File: src/rtl/enemy_control.sv
// Sequencer for the enemies block: INIT, then one IDLE -> [GEN_MOVE -> APPLY_MOVE ->] DRAW
// pass per video frame, with a one-deep pending tick, frame counter and sticky error flags.
module enemy_control #(
    parameter int unsigned INIT_CYCLES  = 16,
    parameter int unsigned MOVE_DIV     = 4,
    parameter int unsigned DRAW_TIMEOUT = 2048
) (
    input  logic       clock,
    input  logic       reset,
    input  logic       enable,
    input  logic       frame_tick,
    input  logic       draw_done,
    output logic       init,
    output logic       idle,
    output logic       gen_move,
    output logic       apply_move,
    output logic       draw,
    output logic [7:0] frame_count,
    output logic       overrun,
    output logic       draw_timeout
);

    localparam int unsigned IW = (INIT_CYCLES > 1) ? $clog2(INIT_CYCLES) : 1;
    localparam int unsigned DW = (DRAW_TIMEOUT > 1) ? $clog2(DRAW_TIMEOUT) : 1;

    typedef enum logic [2:0] {
        S_INIT,
        S_IDLE,
        S_GEN_MOVE,
        S_APPLY_MOVE,
        S_DRAW
    } state_t;

    state_t        r_state;
    state_t        w_next;
    logic [IW-1:0] r_init_cnt;
    logic [7:0]    r_move_cnt;
    logic [DW-1:0] r_draw_cnt;
    logic [7:0]    r_frame_count;
    logic          r_pending;
    logic          r_overrun;
    logic          r_draw_timeout;
    logic          r_init;
    logic          r_idle;
    logic          r_gen_move;
    logic          r_apply_move;
    logic          r_draw;
    logic          w_go;
    logic          w_move_due;
    logic          w_timeout_hit;

    assign w_move_due = (r_move_cnt == 8'(MOVE_DIV - 1));

    always_comb begin
        w_next        = r_state;
        w_go          = 1'b0;
        w_timeout_hit = 1'b0;
        case (r_state)
            S_INIT: begin
                if (r_init_cnt == IW'(INIT_CYCLES - 1))
                    w_next = S_IDLE;
            end
            S_IDLE: begin
                if (enable && (frame_tick || r_pending)) begin
                    w_go   = 1'b1;
                    w_next = w_move_due ? S_GEN_MOVE : S_DRAW;
                end
            end
            S_GEN_MOVE:   w_next = S_APPLY_MOVE;
            S_APPLY_MOVE: w_next = S_DRAW;
            S_DRAW: begin
                // A done level in the first DRAW cycle may be stale from the previous frame.
                if ((r_draw_cnt != '0) && draw_done) begin
                    w_next = S_IDLE;
                end else if (r_draw_cnt == DW'(DRAW_TIMEOUT - 1)) begin
                    w_next        = S_IDLE;
                    w_timeout_hit = 1'b1;
                end
            end
            default: w_next = S_INIT;
        endcase
    end

    always_ff @(posedge clock or negedge reset) begin
        if (!reset) begin
            r_state        <= S_INIT;
            r_init_cnt     <= '0;
            r_move_cnt     <= '0;
            r_draw_cnt     <= '0;
            r_frame_count  <= '0;
            r_pending      <= 1'b0;
            r_overrun      <= 1'b0;
            r_draw_timeout <= 1'b0;
            r_init         <= 1'b1;
            r_idle         <= 1'b0;
            r_gen_move     <= 1'b0;
            r_apply_move   <= 1'b0;
            r_draw         <= 1'b0;
        end else begin
            r_state      <= w_next;
            r_init       <= (w_next == S_INIT);
            r_idle       <= (w_next == S_IDLE);
            r_gen_move   <= (w_next == S_GEN_MOVE);
            r_apply_move <= (w_next == S_APPLY_MOVE);
            r_draw       <= (w_next == S_DRAW);

            if (r_state == S_INIT)
                r_init_cnt <= r_init_cnt + IW'(1);

            if ((r_state == S_DRAW) && (w_next == S_DRAW))
                r_draw_cnt <= r_draw_cnt + DW'(1);
            else
                r_draw_cnt <= '0;

            if (w_go) begin
                r_move_cnt    <= w_move_due ? 8'd0 : r_move_cnt + 8'd1;
                r_frame_count <= r_frame_count + 8'd1;
            end

            // A tick on the exit cycle is the frame being serviced, not a new one.
            if (w_go) begin
                r_pending <= 1'b0;
            end else if (frame_tick) begin
                r_pending <= 1'b1;
                if (r_pending)
                    r_overrun <= 1'b1;
            end

            if (w_timeout_hit)
                r_draw_timeout <= 1'b1;
        end
    end

    assign init         = r_init;
    assign idle         = r_idle;
    assign gen_move     = r_gen_move;
    assign apply_move   = r_apply_move;
    assign draw         = r_draw;
    assign frame_count  = r_frame_count;
    assign overrun      = r_overrun;
    assign draw_timeout = r_draw_timeout;

endmodule

File: config.mk
export PLATFORM = sky130hd
export DESIGN_NAME = enemy_control
export DESIGN_NICKNAME = d
export VERILOG_FILES = /design/src/rtl/enemy_control.sv
export SDC_FILE = /design/constraint.sdc
export NUM_CORES = 1
export LEC_CHECK = 0
export CAP_MARGIN = 10
export CORE_UTILIZATION = 63
export CTS_BUF_LIST = sky130_fd_sc_hd__clkbuf_4
export CTS_CLUSTER_SIZE = 16
export DETAILED_ROUTE_END_ITERATION = 8
export PLACE_DENSITY = 0.95
export SLEW_MARGIN = 20
export SYNTH_ARGS = -nofsm -noshare
export SYNTH_HDL_FRONTEND = slang
export SYNTH_SLANG_ARGS = --single-unit
File: constraint.sdc
create_clock -name clock -period 6.4 [get_ports clock]
set_clock_uncertainty 0.1 [all_clocks]
set_input_delay 1.28 -clock clock [delete_from_list [all_inputs] [get_ports clock]]
set_output_delay 1.28 -clock clock [all_outputs]
set_load 0.05 [all_outputs]
Fig. 1: run 1, drive-strength map
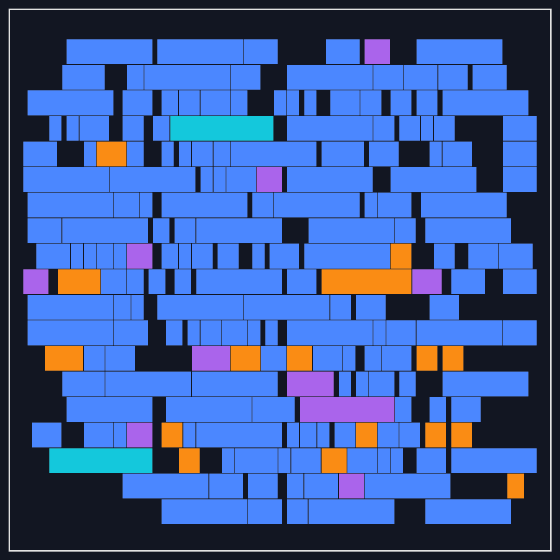
size	colour	cells	share	most used
_2 cells	orange	16	8.0%	nor2_2
_3 and _4 cells	purple	10	5.0%	clkbuf_4
_6 and larger	cyan	2	1.0%	bufinv_16
_0 and _1 cells	blue	173	86%	dfrtp_1

Fig. 2: run 1, clock wires, drivers and flops
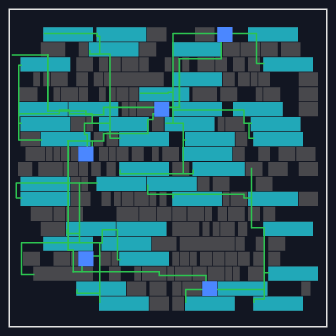
[clock wires] green | length: 466 um
[clock drivers] blue | count: 5
[flip-flops] cyan | count: 42
flops lie	spread over the die
routed clock nets	6

Fig. 3: run 1, signal wires on met3
Cells faint in the background.
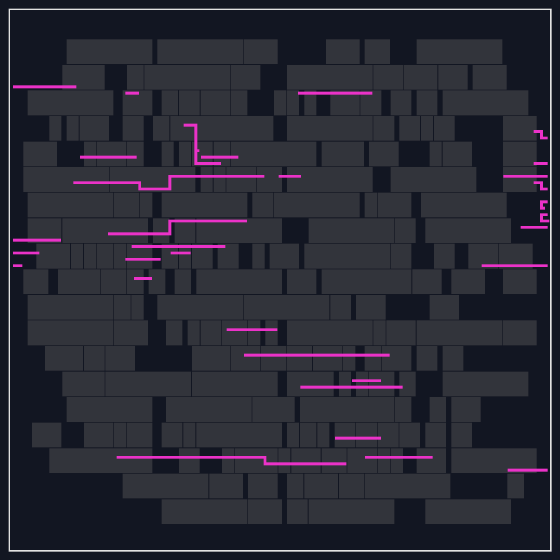
wire length on this layer	193 um
nets with wire on the layer	25
share of all routed wire	5.3%
main direction	horizontal

Fig. 4: run 1, logic cells by family
Scale bar: 20 um.
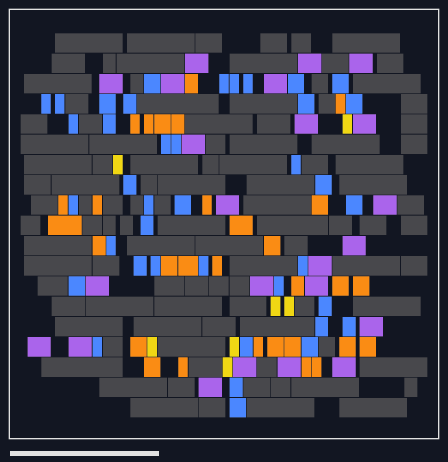
family	colour	cells	most used
nor cells	orange	30	nor2_1
inv cells	yellow	7	inv_1
nand cells	blue	39	nand2_1
xor and xnor cells	purple	23	xnor2_1

==> results.json, run 1 <==
{
  "grt_max_degree": 43,
  "timing.rr.end": "init",
  "num-nets-final": 210,
  "drt_iter0_markers": 74,
  "clk-power_uw": 212,
  "fin_ws_ps": 3313,
  "num_antenna_cells": 0,
  "die_h_um": 57.48,
  "grt_pass1_vias": 1392,
  "ys_ff": 42,
  "seq_cells": 42,
  "endpoint": "frame_count[2]",
  "wire_per_inst_um": 15.68,
  "grt_pass1_wl_um": 6251,
  "hold-path-cell-count": 1,
  "setup_violations": 0,
  "antenna_found_initial": 0,
  "switching_share": 0.3601,
  "crit_chain": "clkdlybuf4s50_1",
  "drive_gt1_frac": 0.1393,
  "routed.top_layer": "met4",
  "syn_nets": 188,
  "r2r_setup_slack_ps": 4060,
  "cts_buffers": 5,
  "taps": 31,
  "clk_latency_ps": 360,
  "violations": "DRC",
  "pin_count": 20,
  "viasPerCell": 6.112,
  "final_cell_area_um2": 2256,
  "crit_start": "frame_count[2]",
  "num-fill-cells": 178,
  "clock_area_frac": 0.04714,
  "finalCriticalPeriod_ps": 3087,
  "n_clock_buffer": 5,
  "edf_count": 0,
  "crit_arrival_ps": 1710,
  "yosys.area.top_type": "dfrtp_1",
  "area_growth_pct": 16.32,
  "min_path_type": "flop to flop",
  "antenna_left": 0,
  "syn_inst": 178,
  "htreeDepth": 2,
  "power_density_nw_per_um2": 375.4,
  "die-area_um2": 3304,
  "core_um2": 2829,
  "hpwl_um": 2521,
  "place_area_um2": 2150,
  "critPathTopFamily": "buffers and inverters",
  "top_power_group": "registers",
  "final_cell_mix": "41 x dfrtp_1, 18 x clkdlybuf4s50_1, 17 x nand2_1",
  "slew_violations": 0,
  "grt_util_met3": 0.08617,
  "ff_latch_area_um2": 1052,
  "p_leak_uw": 0.0009764,
  "use_met2": 0.4020,
  "ys_types": 35,
  "yosys.stat.chipArea_um2": 1939,
  "cts-root-buf": "clkbuf_4",
  "dieWidth_um": 57.48,
  "final-nonclk-buf-share": 0.08541,
  "relSlewSlack": 0.4137,
  "fin_util": 0.7974,
  "cts.sinks": 42,
  "use_met1": 0.3209,
  "path_buffers": 1,
  "place_ws_ps": 3158,
  "top_register": "r_draw_cnt",
  "cp_max_fo": 7,
  "largest_class": "registers",
  "net-switching-power_uw": 305.0,
  "yosysWarnings": 0,
  "p_seq_uw": 377,
  "synthAdderAreaFrac": 0.03226,
  "clkPwrFrac": 0.250,
  "layout_top_cell": "dfrtp_1",
  "cp.depth": 1,
  "drc": 2,
  "status": "complete, but fails checks",
  "stdcell_count": 232,
  "synth_top_area_share": 0.5290,
  "setup.worst_path.end_class": "output port",
  "max_freq_mhz": 323.9,
  "floorplan.core_util": 0.6855,
  "ys_cells": 178,
  "synth_top_flop_cell": "dfrtp_1",
  "synth-seq-area-share": 0.5426,
  "top_usage_layer": "met2",
  "portBuffers": 19,
  "aoi_share": 0.05935,
  "drt-pass1-iter-count": 6,
  "wl_met2_um": 1763,
  "drv_cap": 0,
  "wirelength_um": 3637,
  "num-nonclk-buffers": 20,
  "synth_area_um2": 1939,
  "crit_required_ps": 5020,
  "postCtsResizedCells": 0,
  "peakVddDrop_mv": 0.3376,
  "critical_path.startpoint_type": "flop",
  "p_int_uw": 541.9,
  "rsz0062_at_grt": "false",
  "period_used_share": 0.4824,
  "hold_buffers": 0,
  "yosys-top-cells-count": "41 x dfrtp_1, 17 x nand2_1, 16 x xnor2_1",
  "logic_gates": 124,
  "reg2reg_depth": 6,
  "xor_area_frac": 0.1039,
  "vias": 1418,
  "cts_buffer_depth": 2,
  "topCellsByArea": "dfrtp_1 53%, xnor2_1 7.2%, nand4_1 3.5%",
  "synthArstFlopShare": 1.000,
  "logic_family": "simple AND/OR/NAND/NOR gates",
  "largest_register_ff_count": 11,
  "tool_warnings": 27,
  "simple_gate_area_frac": 0.2284,
  "mux_area_frac": 0.005806,
  "n_all_inverters": 7,
  "power_frac_seq": 0.445,
  "total_power_uw": 846.9,
  "min_from": "frame_count[7]",
  "sh_seq_area": 0.4664,
  "logic_area_um2": 839.6,
  "dr_wl_met3_um": 192,
  "sh_comb_area": 0.3722,
  "gp_congestion": 0.8369,
  "whs_endpoint": "frame_count[7]",
  "synth.most_common_cell": "dfrtp_1",
  "slowest_delay_ps": 850,
  "cts_tree": "yes",
  "grt_use_total": 0.2565,
  "path_class": "flop to output port",
  "gr-total-overflow": 0,
  "tns_ps": 0,
  "worst_pin_slew_ps": 879.5,
  "syn_avg_cell_area_um2": 10.90,
  "hold_ws_ps": 385.5,
  "p_comb_uw": 258,
  "hold_viol": 0,
  "wirelength_met1_um": 1606
}
Fig. 5: run 1, congestion heat map
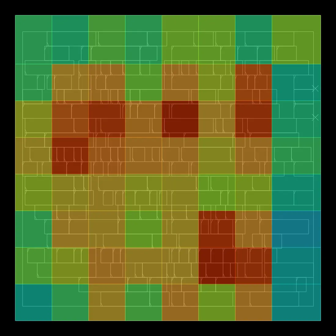

## Run 2: what changed since run 1
- CORE_UTILIZATION: 63 -> 58
- PLACE_DENSITY: 0.95 -> 0.9
- clock period: 6.4 -> 3.2 ns (I/O delays scaled with it)
Fig. 6: run 2, congestion heat map
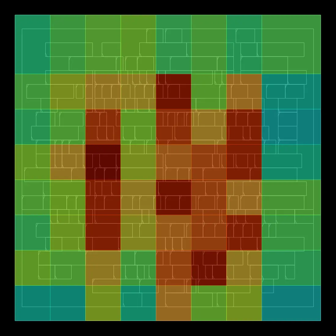
WL/cell: 15.35 um
Util after Layout: 0.7169

Fig. 7: run 2, drive-strength map
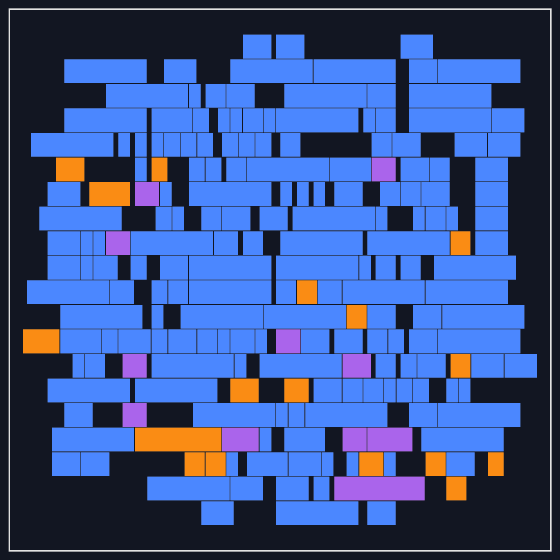
size	colour	cells	share	most used
_0 and _1 cells	blue	173	86%	dfrtp_1
_2 cells	orange	17	8.5%	nor2_2
_3 and _4 cells	purple	11	5.5%	clkbuf_4

Fig. 8: run 2, signal wires on met3
Cells faint in the background.
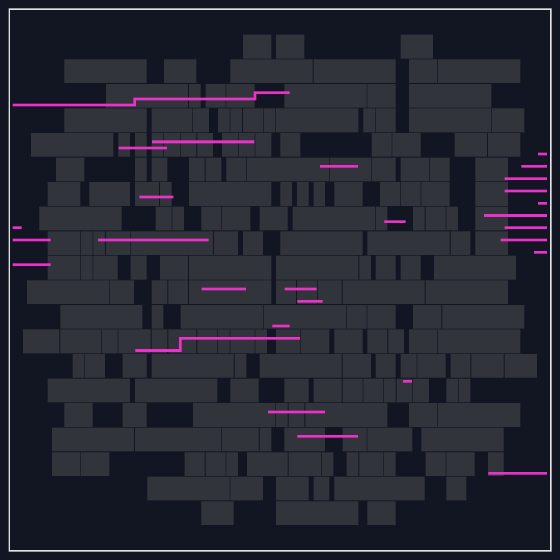
main direction	horizontal
share of all routed wire	4.2%
nets with wire on the layer	21
longest straight run	13.3 um

==> results.json, run 2 <==
{
  "die-area_um2": 3579,
  "edf_count": 0,
  "logic_family": "simple AND/OR/NAND/NOR gates",
  "aoi_share": 0.05935,
  "net-switching-power_uw": 613.9,
  "syn_nets": 188,
  "n_all_inverters": 7,
  "peakVddDrop_mv": 0.5153,
  "syn_avg_cell_area_um2": 10.90,
  "final-nonclk-buf-share": 0.08661,
  "top_power_group": "registers",
  "synth-seq-area-share": 0.5426,
  "total_power_uw": 1539,
  "dieWidth_um": 59.83,
  "rsz0062_at_grt": "false",
  "layout_top_cell": "dfrtp_1",
  "antenna_found_initial": 0,
  "cts_buffer_depth": 2,
  "status": "finished clean",
  "drt_iter0_markers": 41,
  "ys_ff": 42,
  "synthAdderAreaFrac": 0.03226,
  "fin_ws_ps": 752.3,
  "cts_tree": "yes",
  "cp_max_fo": 7,
  "num-fill-cells": 227,
  "place_area_um2": 2166,
  "yosys-top-cells-count": "41 x dfrtp_1, 17 x nand2_1, 16 x xnor2_1",
  "final_cell_mix": "41 x dfrtp_1, 18 x clkdlybuf4s50_1, 17 x nand2_1",
  "p_int_uw": 924.9,
  "die_h_um": 59.83,
  "hpwl_um": 2540,
  "synth_area_um2": 1939,
  "antenna_left": 0,
  "cp.depth": 1,
  "ys_cells": 178,
  "logic_area_um2": 839.6,
  "num-nets-final": 210,
  "crit_chain": "clkdlybuf4s50_1",
  "grt_pass1_vias": 1453,
  "yosys.area.top_type": "dfrtp_1",
  "cts_buffers": 5,
  "timing.rr.end": "init",
  "clock_area_frac": 0.02643,
  "grt_util_met3": 0.05411,
  "sh_comb_area": 0.3774,
  "worst_pin_slew_ps": 886.7,
  "p_seq_uw": 761,
  "cts-root-buf": "clkbuf_4",
  "floorplan.core_util": 0.6250,
  "clk-power_uw": 263,
  "htreeDepth": 2,
  "crit_start": "frame_count[2]",
  "drive_gt1_frac": 0.1393,
  "largest_class": "registers",
  "xor_area_frac": 0.1039,
  "min_path_type": "input port to asynchronous set/reset pin",
  "gp_congestion": 0.8040,
  "crit_required_ps": 2460,
  "postCtsResizedCells": 0,
  "logic_gates": 124,
  "relSlewSlack": 0.4089,
  "tool_warnings": 27,
  "path_class": "flop to output port",
  "sh_seq_area": 0.4730,
  "area_growth_pct": 14.71,
  "p_comb_uw": 515,
  "grt_pass1_wl_um": 6396,
  "vias": 1434,
  "hold_ws_ps": 285.7,
  "r2r_setup_slack_ps": 760,
  "setup.worst_path.end_class": "output port",
  "synth_top_area_share": 0.5290,
  "grt_max_degree": 43,
  "power_density_nw_per_um2": 691.7,
  "hold_viol": 0,
  "synth.most_common_cell": "dfrtp_1",
  "use_met1": 0.2989,
  "n_clock_buffer": 5,
  "path_buffers": 1,
  "finalCriticalPeriod_ps": 2448,
  "place_ws_ps": 597.9,
  "ff_latch_area_um2": 1052,
  "setup_violations": 0,
  "taps": 44,
  "crit_arrival_ps": 1710,
  "yosys.stat.chipArea_um2": 1939,
  "largest_register_ff_count": 11,
  "clk_latency_ps": 360,
  "dr_wl_met3_um": 157,
  "simple_gate_area_frac": 0.2284,
  "yosysWarnings": 0,
  "synth_top_flop_cell": "dfrtp_1",
  "clkPwrFrac": 0.171,
  "p_leak_uw": 0.0009522,
  "endpoint": "frame_count[2]",
  "stdcell_count": 245,
  "portBuffers": 19,
  "num_antenna_cells": 0,
  "top_usage_layer": "met2",
  "critical_path.startpoint_type": "flop",
  "ys_types": 35,
  "reg2reg_depth": 6,
  "tns_ps": 0,
  "top_register": "r_draw_cnt",
  "drc": 0,
  "viasPerCell": 5.853,
  "core_um2": 3103,
  "comb_power_share": 0.335,
  "seq_cells": 42,
  "slew_violations": 0,
  "topCellsByArea": "dfrtp_1 53%, xnor2_1 7.2%, nand4_1 3.5%",
  "mux_area_frac": 0.005806,
  "drt-pass1-iter-count": 5,
  "final_cell_area_um2": 2225
}
Fig. 9: run 2, clock wires, drivers and flops
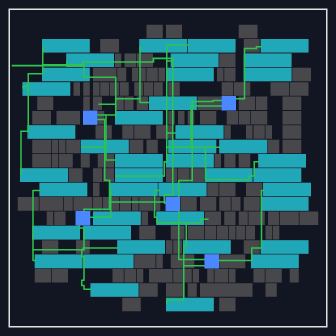

## Run 3: what changed since run 2
- CORE_UTILIZATION: 58 -> 52
- PLACE_DENSITY: 0.9 -> 0.86
- clock period: 3.2 -> 2 ns (I/O delays scaled with it)
Fig. 10: run 3, clock wires, drivers and flops
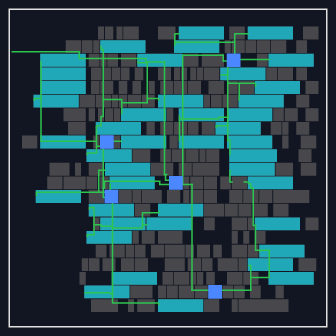
[flip-flops] cyan | count: 42
[clock wires] green | length: 440 um
[clock drivers] blue | count: 5
flops lie	spread over the die

Fig. 11: run 3, signal wires on met3
Cells faint in the background.
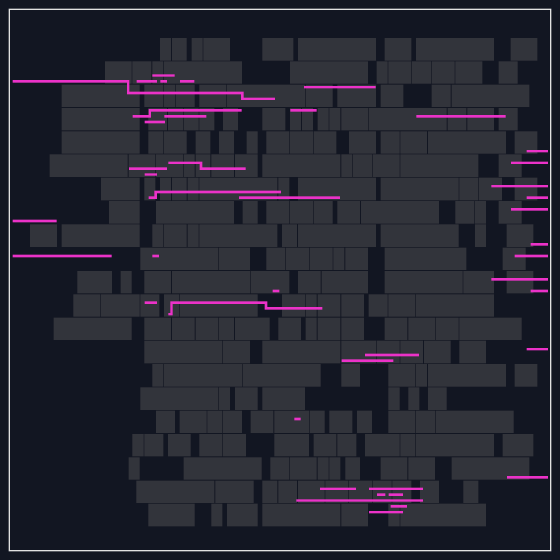
share of all routed wire	5.8%
longest straight run	14.5 um
main direction	horizontal

Fig. 12: run 3, congestion heat map
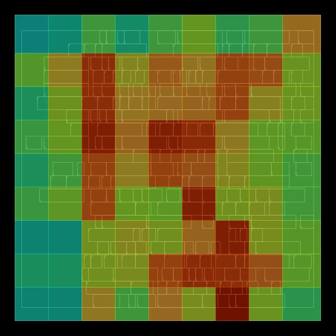
Util after Layout: 0.7099
met1 usage: 0.2728
Most Crowded Layer GR: met2

==> results.json, run 3 <==
{
  "syn_inst": 178,
  "yosys.area.top_type": "dfrtp_1",
  "die_h_um": 63.07,
  "logic_area_um2": 860.8,
  "pin_count": 20,
  "syn_nets": 188,
  "endpoint": "r_draw_cnt[1]",
  "p_comb_uw": 1020,
  "sh_comb_area": 0.3523,
  "gp_congestion": 0.8793,
  "antenna_found_initial": 0,
  "setup_violations": 15,
  "use_met2": 0.3656,
  "drc": 0,
  "clk_latency_ps": 350,
  "grt_util_met3": 0.05254,
  "power_density_nw_per_um2": 1072,
  "setup.worst_path.end_class": "flop",
  "tool_warnings": 30,
  "dieWidth_um": 63.07,
  "synth.most_common_cell": "dfrtp_1",
  "wirelength_met1_um": 1792,
  "dr_wl_met3_um": 241,
  "status": "complete, but fails checks",
  "cts_buffers": 5,
  "yosysWarnings": 0,
  "critPathTopFamily": "simple AND/OR/NAND/NOR gates",
  "min_path_type": "flop to flop",
  "largest_class": "registers",
  "num_antenna_cells": 0,
  "ys_types": 35,
  "whs_endpoint": "overrun",
  "cts-root-buf": "clkbuf_4",
  "cp.depth": 7,
  "peakVddDrop_mv": 0.7448,
  "crit_required_ps": 2200,
  "portBuffers": 19,
  "antenna_left": 0,
  "largest_register_ff_count": 11,
  "crit_chain": "inv_1 -> ha_2 -> or4b_4 -> o41ai_4 -> or3b_4 -> buf_4 -> nor2_2",
  "drt-pass1-iter-count": 5,
  "top_power_group": "registers",
  "viasPerCell": 5.682,
  "edf_count": 0,
  "simple_gate_area_frac": 0.2284,
  "total_power_uw": 2620,
  "fin_ws_ps": -266.6,
  "synth_top_flop_cell": "dfrtp_1",
  "comb_power_share": 0.389,
  "max_freq_mhz": 441.2,
  "logic_family": "simple AND/OR/NAND/NOR gates",
  "hold_buffers": 1,
  "clkPwrFrac": 0.161,
  "switching_share": 0.3836,
  "critical_path.startpoint_type": "flop",
  "yosys.stat.chipArea_um2": 1939,
  "finalCriticalPeriod_ps": 2267,
  "routed.top_layer": "met4",
  "grt_max_degree": 23,
  "violations": "setup timing",
  "clock_area_frac": 0.02355,
  "n_clock_buffer": 6
}
